**Run 1: cells coloured by class**

Drawn at 6 px/µm.
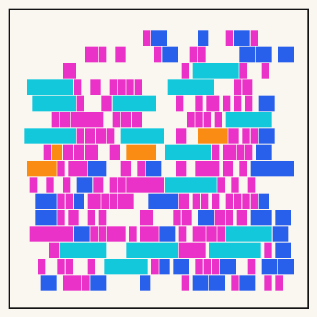
**Run 1: clock routing**

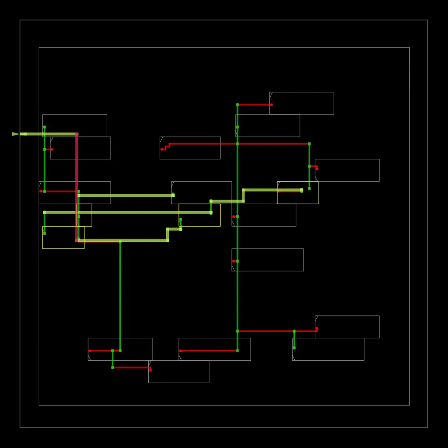
**Run 1: routed metal, one colour a layer**

Drawn at 6 px/µm.
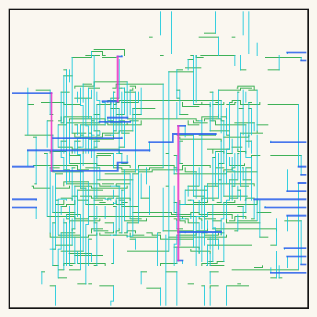
==> src/rtl/wr_valid_gen.sv <==
// FIFO write-side burst generator: fills FIFO_DEPTH words, waits for empty, repeats.
// Optional WR_VALID_GEN_BURST_CNT_EN builds a saturating completed-burst counter.
module wr_valid_gen #(
  parameter int unsigned FIFO_DEPTH    = 8,
  parameter int unsigned COUNTER_WIDTH = 3,
  parameter int unsigned DATA_WIDTH    = 8
) (
  input  logic                  wr_clk,
  input  logic                  reset,
  input  logic                  enable,
  input  logic                  full,
  input  logic                  empty,
  output logic                  wr_valid,
  output logic [DATA_WIDTH-1:0] wr_data,
  output logic                  burst_done,
  output logic [15:0]           burst_count
);

  typedef enum logic [1:0] {IDLE, FILL, DRAIN_WAIT} state_t;

  localparam logic [COUNTER_WIDTH:0] DEPTH = FIFO_DEPTH[COUNTER_WIDTH:0];

  state_t                  state, state_next;
  logic [COUNTER_WIDTH:0]  counter, counter_next;
  logic [DATA_WIDTH-1:0]   data_next;
  logic                    done_next;

  always_comb begin
    wr_valid = (state == FILL) && !full && (counter < DEPTH) && !reset;
  end

  always_comb begin
    state_next   = state;
    counter_next = counter;
    data_next    = wr_data;
    done_next    = 1'b0;
    case (state)
      IDLE: begin
        if (enable) begin
          state_next   = FILL;
          counter_next = '0;
        end
      end
      FILL: begin
        // premature full ends the burst even though counter is short
        if (full) begin
          state_next = DRAIN_WAIT;
          done_next  = 1'b1;
        end else if (wr_valid) begin
          counter_next = counter + 1'b1;
          data_next    = wr_data + 1'b1;
          if (counter == DEPTH - 1'b1) begin
            state_next = DRAIN_WAIT;
            done_next  = 1'b1;
          end
        end
      end
      DRAIN_WAIT: begin
        if (empty) begin
          state_next   = enable ? FILL : IDLE;
          counter_next = '0;
        end
      end
      default: state_next = IDLE;
    endcase
  end

  always_ff @(posedge wr_clk) begin
    if (reset) begin
      state      <= IDLE;
      counter    <= '0;
      wr_data    <= '0;
      burst_done <= 1'b0;
    end else begin
      state      <= state_next;
      counter    <= counter_next;
      wr_data    <= data_next;
      burst_done <= done_next;
    end
  end

`ifdef WR_VALID_GEN_BURST_CNT_EN
  always_ff @(posedge wr_clk) begin
    if (reset) begin
      burst_count <= '0;
    end else if (burst_done && (burst_count != '1)) begin
      burst_count <= burst_count + 16'd1;
    end
  end
`else
  assign burst_count = '0;
`endif

endmodule

==> config.mk <==
export PLATFORM = sky130hd
export DESIGN_NAME = wr_valid_gen
export DESIGN_NICKNAME = d
export VERILOG_FILES = /design/src/rtl/wr_valid_gen.sv
export SDC_FILE = /design/constraint.sdc
export NUM_CORES = 1
export LEC_CHECK = 0
export ABC_AREA = 1
export CAP_MARGIN = 0
export CORE_MARGIN = 2
export CORE_UTILIZATION = 47
export CTS_BUF_LIST = sky130_fd_sc_hd__clkbuf_8
export CTS_CLUSTER_DIAMETER = 50
export DETAILED_ROUTE_END_ITERATION = 16
export GPL_TIMING_DRIVEN = 0
export PLACE_DENSITY = 0.89
export SYNTH_ARGS = -nofsm -noshare
export SYNTH_HDL_FRONTEND = slang
export SYNTH_SLANG_ARGS = --single-unit
==> constraint.sdc <==
create_clock -name wr_clk -period 1.33 [get_ports wr_clk]
set_input_delay 0.266 -clock wr_clk [delete_from_list [all_inputs] [get_ports wr_clk]]
set_output_delay 0.266 -clock wr_clk [all_outputs]
set_load 0.1 [all_outputs]
==> run_results.csv, run 1 <==
group,metric,value,unit
final_layout,buffers,37,
routing,routed_via_density,4.880,
final_layout,diodes,0,
run_status,status,"finished with violations",
setup_path,slowest_delay,380,ps
global_routing,grt_pass1_vias,960,
clock_network,htreeDepth,1,
synthesis,synthXorXnorAreaFrac,0.008974,
final_layout,nFillCells,192,
synthesis,synthesis.instances,144,
setup_path,end_kind,"output pin",
sta,clock.fmax,729.4,MHz
floorplanning,dieWidth,49.57,µm
run,cap_violations,0,
power_and_ir_drop,leakage,0.0006782,µW
sta,finalSetupTns,-40.96,ps
floorplanning,ios,31,
global_routing,antenna_found_initial,0,
clock_network,cts_hold_buf,0,
power_and_ir_drop,irDropWorstVdd,1254,µV
routing,dr_total_vias,1020,
synthesis,synth.distinct_cells,24,
final_layout,n_all_inverters,15,
routing,drc,0,
final_layout,largestClassByArea,"multi-input combinational cells",
routing,top_layer,"met4",
routing,final_antenna_net_count,0,
global_routing,grtUsageMet3,0.05758,
sta,period_needed,1371,ps
routing,met1_length,877,µm
clock_network,cts_buffer_depth,2,
final_layout,comb_cells,111,
setup_path,crit_family,"flip-flops",
final_layout,flops,15,
floorplanning,die_height,49.57,µm
final_layout,buffer_area_frac,0.2248,
global_routing,grt-ovfl-total,0,
sta,rsz0062_at_grt,"yes",
synthesis,ys_warn_count,0,
setup_path,crit_type,"register to output pin",
sta,worst_slack,-40.96,ps
power_and_ir_drop,powerDensity,1474,mW/mm²
placed_design,pre_cts_ws,-1355,ps
global_routing,grt_pass1_wl,3781,µm
synthesis,ys_area,975.9,µm²
clock_network,clock_sinks,15,
setup_path,cp-start-kind,"register",
synthesis,synth_area,975.9,µm²
synthesis,synth.avg_cell_area,6.777,µm²
final_layout,finalNetCount,190,
final_layout,clkbuf_count,3,
min_path,hold_class,"input pin to register",
floorplanning,initial_core_util,0.4974,
synthesis,top_logic_kind,"simple AND/OR/NAND/NOR gates",
synthesis,mux_share,0,
synthesis,adder_share,0.02564,
setup_path,cp.required,1060,ps
run,warnings,28,
clock_network,path_clk_slew,60,ps
synthesis,synth-compound-area-share,0.08205,
clock_network,cts_buffers,3,
sta,hold_viol_final,0,
final_layout,syn2layout_area_growth,33.46,%
setup_path,crit_buf_inv,3,
placed_design,placement.io_buffers,14,
routing,dr_wl_met3,142,µm
final_layout,comb_area,541.8,µm²
clock_network,tritoncts,"done",
final_layout,comb_share,0.4159,
clock_network,root_buffer,"clkbuf_8",
synthesis,yosys_cells,144,
synthesis,ys_ff,15,
sta,hold_slack,450.9,ps
global_routing,met2_usage,0.3800,
floorplanning,die_area,0.002457,mm²
synthesis,synth-simple-area-share,0.3718,
placed_design,dpl.hpwl,1606,µm
sta,drv_slew,0,
final_layout,drive_above_1_share,0.3297,
final_layout,lay_top_count,"nand2_1",
floorplanning,taps,27,
routing,drtPass1Iterations,4,
routing,drt_iter0_markers,25,
routing,dr_wl_met2,1149,µm
setup_path,cp_max_fo,3,
global_routing,busiest_layer,"met2",
placed_design,gp_congestion,0.7603,
run_status,violations,"negative setup slack",
setup_path,crit_path_top_delay_cell,"dfxtp_4",
sta,finalCritPeriodShare,1.031,
final_layout,clock_cell_area_share,0.03554,
final_layout,final_cell_mix,"nand2_1 (37), buf_4 (22), nor2_1 (17)",
clock_network,clock_latency,250,ps
final_layout,seq_area,324.1,µm²
global_routing,grt_max_degree,11,
setup_path,cp.arrival,1100,ps
synthesis,ys_seq_frac,0.3077,
setup_path,path_cells,"inv_6 > nor2_8 > nand3_4 > inv_4 > buf_12",
global_routing,use_met1,0.1936,
sta,setup_viol,1,
About 'cells coloured by class':
legend:
  magenta:
    class: combinational and other logic
    cells: 126
    share_of_their_area: 48%
  cyan:
    class: flops
    cells: 15
    share_of_their_area: 26%
  orange:
    class: clock drivers and dummy loads
    cells: 4
    share_of_their_area: 3.6%
  blue:
    class: other buffers and delay cells
    cells: 37
    share_of_their_area: 23%
Core Rows: 16
final core utilization: 0.6639
fraction of area in registers: 0.2488
area of the core: 0.001962 mm²
fin area: 0.001303 mm²

About 'clock routing':
clock group total power: 373 µW
clk_skew: 3.511 ps

About 'routed metal, one colour a layer':
legend:
  magenta:
    layer: metal 4
    wire_length: 42.8 µm
  cyan:
    layer: metal 2
    wire_length: 1,150 µm
  blue:
    layer: metal 3
    wire_length: 143 µm
  green:
    layer: metal 1
    wire_length: 878 µm
WL/cell: 10.59 µm
total track usage: 0.1962
WL final: 2213 µm

run 1: metrics by stage:
step,total power [µW],cell area (µm²),std cells
2_1_floorplan,1324,1052,159
3_3_place_gp,1415,1226,200
3_5_place_dp,1462,1226,200
4_1_cts,1894,1270,207
5_1_grt,2048,1303,209
6_report,1920,1303,209
run 1: synth_stat cells, drive strengths merged:
library cell | number | area (µm²)
nor3 | 1 | 5.000
o32ai | 1 | 8.760
nor2 | 20 | 98.84
conb | 1 | 3.750
ha | 2 | 25.02
xor2 | 1 | 8.760
inv | 15 | 56.31
or2 | 2 | 12.51
nand3 | 14 | 82.58
buf | 17 | 125.1
o21ai | 5 | 28.78
nand2 | 38 | 145.1
o211ai | 1 | 7.510
dfxtp | 15 | 300.3
clkbuf | 1 | 13.76
a21oi | 7 | 35.03
nand4 | 3 | 18.77
run 1: power breakdown:
group          switching (µW)  leakage (µW)  total [µW]  internal, µW
registers                 114      0.000128         647           534
clock network             166     0.0000255         373           208
logic                     609      0.000524         900           291
run 1: path summary, 6_finish.rpt:
path | startpoint | to | slack [ps] | depth (start not counted)
worst max register to register | state[0]$_SDFFE_PP0P_ | counter[3]$_SDFFE_PP0P_ | 40 | 8
worst min-delay path | reset | wr_data[6]$_SDFFE_PP0P_ | 450 | 2
worst max-delay path | state[0]$_SDFFE_PP0P_ | wr_valid | -40 | 5
worst min register to register | wr_data[6]$_SDFFE_PP0P_ | wr_data[6]$_SDFFE_PP0P_ | 490 | 2
run 1: state kept, by name (all words and copies together), names as in the netlist:
| register | count |
|---|---|
| counter | 4 |
| wr_data | 8 |
| burst_done | 1 |
| state | 2 |
run 1: timing repair:
action,4_1_cts,5_1_grt
setup endpoints to repair,18,13
buffers inserted,3,2
pin swaps,3,1
gates resized,62,10
--- run 2 (diff from run 1) ---
CORE_ASPECT_RATIO = 1.25   (was default)
**Run 2: routed metal, one colour a layer**

Drawn at 4 px/µm.
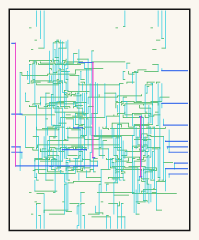
legend:
  cyan:
    layer: metal 2
    wire_length: 1,110 µm
  magenta:
    layer: metal 4
    wire_length: 69.4 µm
  green:
    layer: metal 1
    wire_length: 812 µm
  blue:
    layer: metal 3
    wire_length: 88.0 µm
WL/cell: 10.14 µm
total track usage: 0.1928

**Run 2: ports around the boundary**

Drawn at 6 px/µm. Pins as bars across the die edge, other pins in grey.
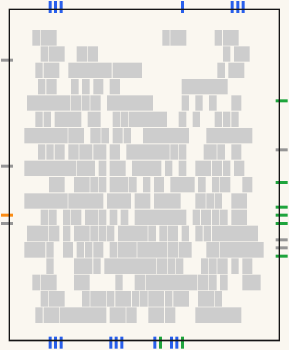
legend:
  orange:
    port: enable
    pins: 1
    direction: input
    edge: west
  blue:
    port: burst_count
    pins: 16
    direction: output
    edge: 9 south, 7 north
  green:
    port: wr_data
    pins: 8
    direction: output
    edge: 6 east, 2 south
die y size: 54.95 µm
count of input and output buffers: 14
Horiz. Die Dim: 44.76 µm

==> run 2 against run 1 <==
The run still ends with negative setup slack left. Worst setup slack got worse by 14 ps. Clock skew fell by 1.3 ps. Critical path depth unchanged. Clock-buffer cell count stayed put. Global-route usage decreased by 0.34 points. Core utilization is 0.85 points higher. Clock power barely moved. Fmax is 0.98% lower. Highest routed layer unchanged.
==> run_results.csv, run 2 <==
group,metric,value,unit
setup_path,crit_path_start,"state[0]$_SDFFE_PP0P_",
routing,dr_wl_met2,1109,µm
final_layout,diodes,0,
synthesis,synthTopCellsByCount,"nand2_1 (37), nor2_1 (18), buf_4 (16), dfxtp_1 (15)",
placed_design,dpl_cell_area,0.001217,mm²
synthesis,yosys.area.top_type,"dfxtp_1",
final_layout,final_core_util,0.6724,
power_and_ir_drop,comb_power_share,0.486,
setup_path,cp.arrival,1120,ps
power_and_ir_drop,power_switching_share,0.4530,
min_path,hold_class,"register to register",
setup_path,cp.required,1060,ps
synthesis,top_logic_kind,"simple AND/OR/NAND/NOR gates",
synthesis,top_cell,"nand2_1",
setup_path,timing.rr.start,"state[1]$_SDFFE_PP0P_",
power_and_ir_drop,pwr-share-seq,0.326,
routing,top_layer,"met4",
sta,finClkSkew,2.181,ps
power_and_ir_drop,leakage,0.0007012,µW
sta,clock.fmax,722.3,MHz
synthesis,synthFlopType,"dfxtp_1",
final_layout,biggestRegsByFlops,"wr_data: 8 flops, counter: 4 flops, state: 2 flops",
placed_design,dpl.hpwl,1455,µm
final_layout,lay_top_count,"nand2_1",
routing,drtPass1Iterations,4,
clock_network,cts_hold_buf,0,
placed_design,gp_congestion,0.8019,
synthesis,synthArstFlopShare,0,
clock_network,path_clk_slew,60,ps
synthesis,synth_area,975.9,µm²
run_status,status,"finished with violations",
final_layout,largest_register_ffs,8,
sta,finalSetupTns,-54.55,ps
floorplanning,rows,18,
clock_network,cts_resized,61,
final_layout,largest-register,"wr_data",
routing,dr_wl_met3,88,µm
synthesis,synth.avg_cell_area,6.777,µm²
setup_path,end_kind,"output pin",
global_routing,antenna_found_initial,0,
synthesis,adder_share,0.02564,
power_and_ir_drop,p_total,1969,µW
floorplanning,die_area,0.002459,mm²
run_status,violations,"negative setup slack",
synthesis,synth.distinct_cells,24,
synthesis,ys_area,975.9,µm²
placed_design,pre_cts_ws,-1363,ps
sta,rsz0062_at_grt,"yes",
synthesis,yosys_cells,144,
clock_network,clock_sinks,15,
power_and_ir_drop,comb-power,957,µW
run,cap_violations,0,
routing,dr_total_vias,963,
synthesis,synth.top_cell.area_share,0.3077,
synthesis,synthXorXnorAreaFrac,0.008974,
setup_path,reg2reg_slack,90,ps
synthesis,ys_ff,15,
power_and_ir_drop,clkPwrFrac,0.188,
floorplanning,ios,31,
routing,wl,2078,µm
final_layout,final_cell_area,0.001318,mm²
clock_network,cts_buffer_depth,2,
clock_network,cts_buffers,3,
routing,drt_iter0_markers,18,
power_and_ir_drop,p_sw,891.9,µW
power_and_ir_drop,powerDensity,1494,mW/mm²
setup_path,cp_max_fo,5,
clock_network,post_cts_buffers,2,
setup_path,cp-start-kind,"register",
synthesis,top_cells_by_area,"dfxtp_1 (31%), nand2_1 (14%), buf_4 (12%)",
synthesis,synth-compound-area-share,0.08205,
sta,worst_slack,-54.55,ps
run,warnings,28,
global_routing,grt_pass1_vias,817,
setup_path,reg2reg_to,"state[1]$_SDFFE_PP0P_",
floorplanning,initial_core_util,0.4981,
final_layout,drive_above_1_share,0.3351,
setup_path,endpoint,"wr_valid",
setup_path,crit_type,"register to output pin",
routing,routed_via_density,4.698,
power_and_ir_drop,p_int,1077,µW
clock_network,tritoncts,"done",
routing,drc,0,
final_layout,finalNetCount,193,
final_layout,syn2layout_area_growth,35.00,%
power_and_ir_drop,clk-power,370,µW
power_and_ir_drop,top_power_group,"combinational logic",
final_layout,final_cell_mix,"nand2_1 (37), buf_4 (24), nor2_1 (17)",
routing,met1_length,811,µm
routing,final_antenna_net_count,0,
sta,setup_viol,1,
setup_path,reg2reg_depth,7,
clock_network,clock_latency,250,ps
clock_network,htreeDepth,1,
global_routing,grt-ovfl-total,0,
global_routing,grt_pass1_wl,3367,µm
clock_network,root_buffer,"clkbuf_8",
floorplanning,core,0.001959,mm²
synthesis,edf_count,0,
sta,finalCritPeriodShare,1.041,
global_routing,grt_max_degree,11,
sta,drv_slew,0,
power_and_ir_drop,powerSeq,641,µW
synthesis,mux_share,0,
synthesis,synth-simple-area-share,0.3718,
synthesis,ys_warn_count,0,
synthesis,synthesis.instances,144,
synthesis,ys_seq_frac,0.3077,
power_and_ir_drop,irDropWorstVdd,1168,µV
sta,hold_viol_final,0,
sta,period_needed,1385,ps
run 2: netlist changes by cell type in the layout (fill, tap and decap cells not counted), sizes merged:
| cell | previous run | this run |
|---|---|---|
| clkbuf | 8 | 6 |
| clkdlybuf4s15 | 1 | 0 |
| dlygate4sd2 | 1 | 2 |
| buf | 28 | 33 |
run 2: worst min path at each step:
stage	startpoint	to	cells past startpoint
4_1_cts	full	burst_done$_SDFF_PP0_	3
2_1_floorplan	reset	wr_data[4]$_SDFFE_PP0P_	1
5_1_grt	wr_data[2]$_SDFFE_PP0P_	wr_data[2]$_SDFFE_PP0P_	2
3_5_place_dp	wr_data[2]$_SDFFE_PP0P_	wr_data[2]$_SDFFE_PP0P_	2
6_report	wr_data[2]$_SDFFE_PP0P_	wr_data[2]$_SDFFE_PP0P_	2
3_3_place_gp	wr_data[6]$_SDFFE_PP0P_	wr_data[6]$_SDFFE_PP0P_	2
run 2: cell type report:
cell class,instances,area [µm²]
plain buffers,18,138.9
clock buffers,3,41.29
clock inverters,1,5.005
fillers,181,641.9
inverters,15,63.81
multi-input cells,111,551.8
flip-flops and latches,15,324.1
well taps,20,25.02
repair buffers,22,167.7
run 2: critical path, cell delays in order (launching register included):
cell,delay (ps)
dfxtp_4,370
inv_6,40
nor2_8,90
nand3_4,90
inv_4,100
buf_12,170
run 2: per-stage QoR:
stage | std cells | hold WS, ps
finish | 205 | 478.7
global route | 205 | 500.2
global placement | 193 | 468.2
floorplan | 159 | 327.7
CTS | 199 | 479.6
detailed placement | 193 | 471.0
run 2: per-layer routing:
layer	up-vias	global-route usage
met5	-	0
met4	0	0.1414
met3	6	0.03247
met2	21	0.3430
met1	426	0.2028
li1	510	-
Power figures rest on the tool's default switching activity, not on a simulated workload.
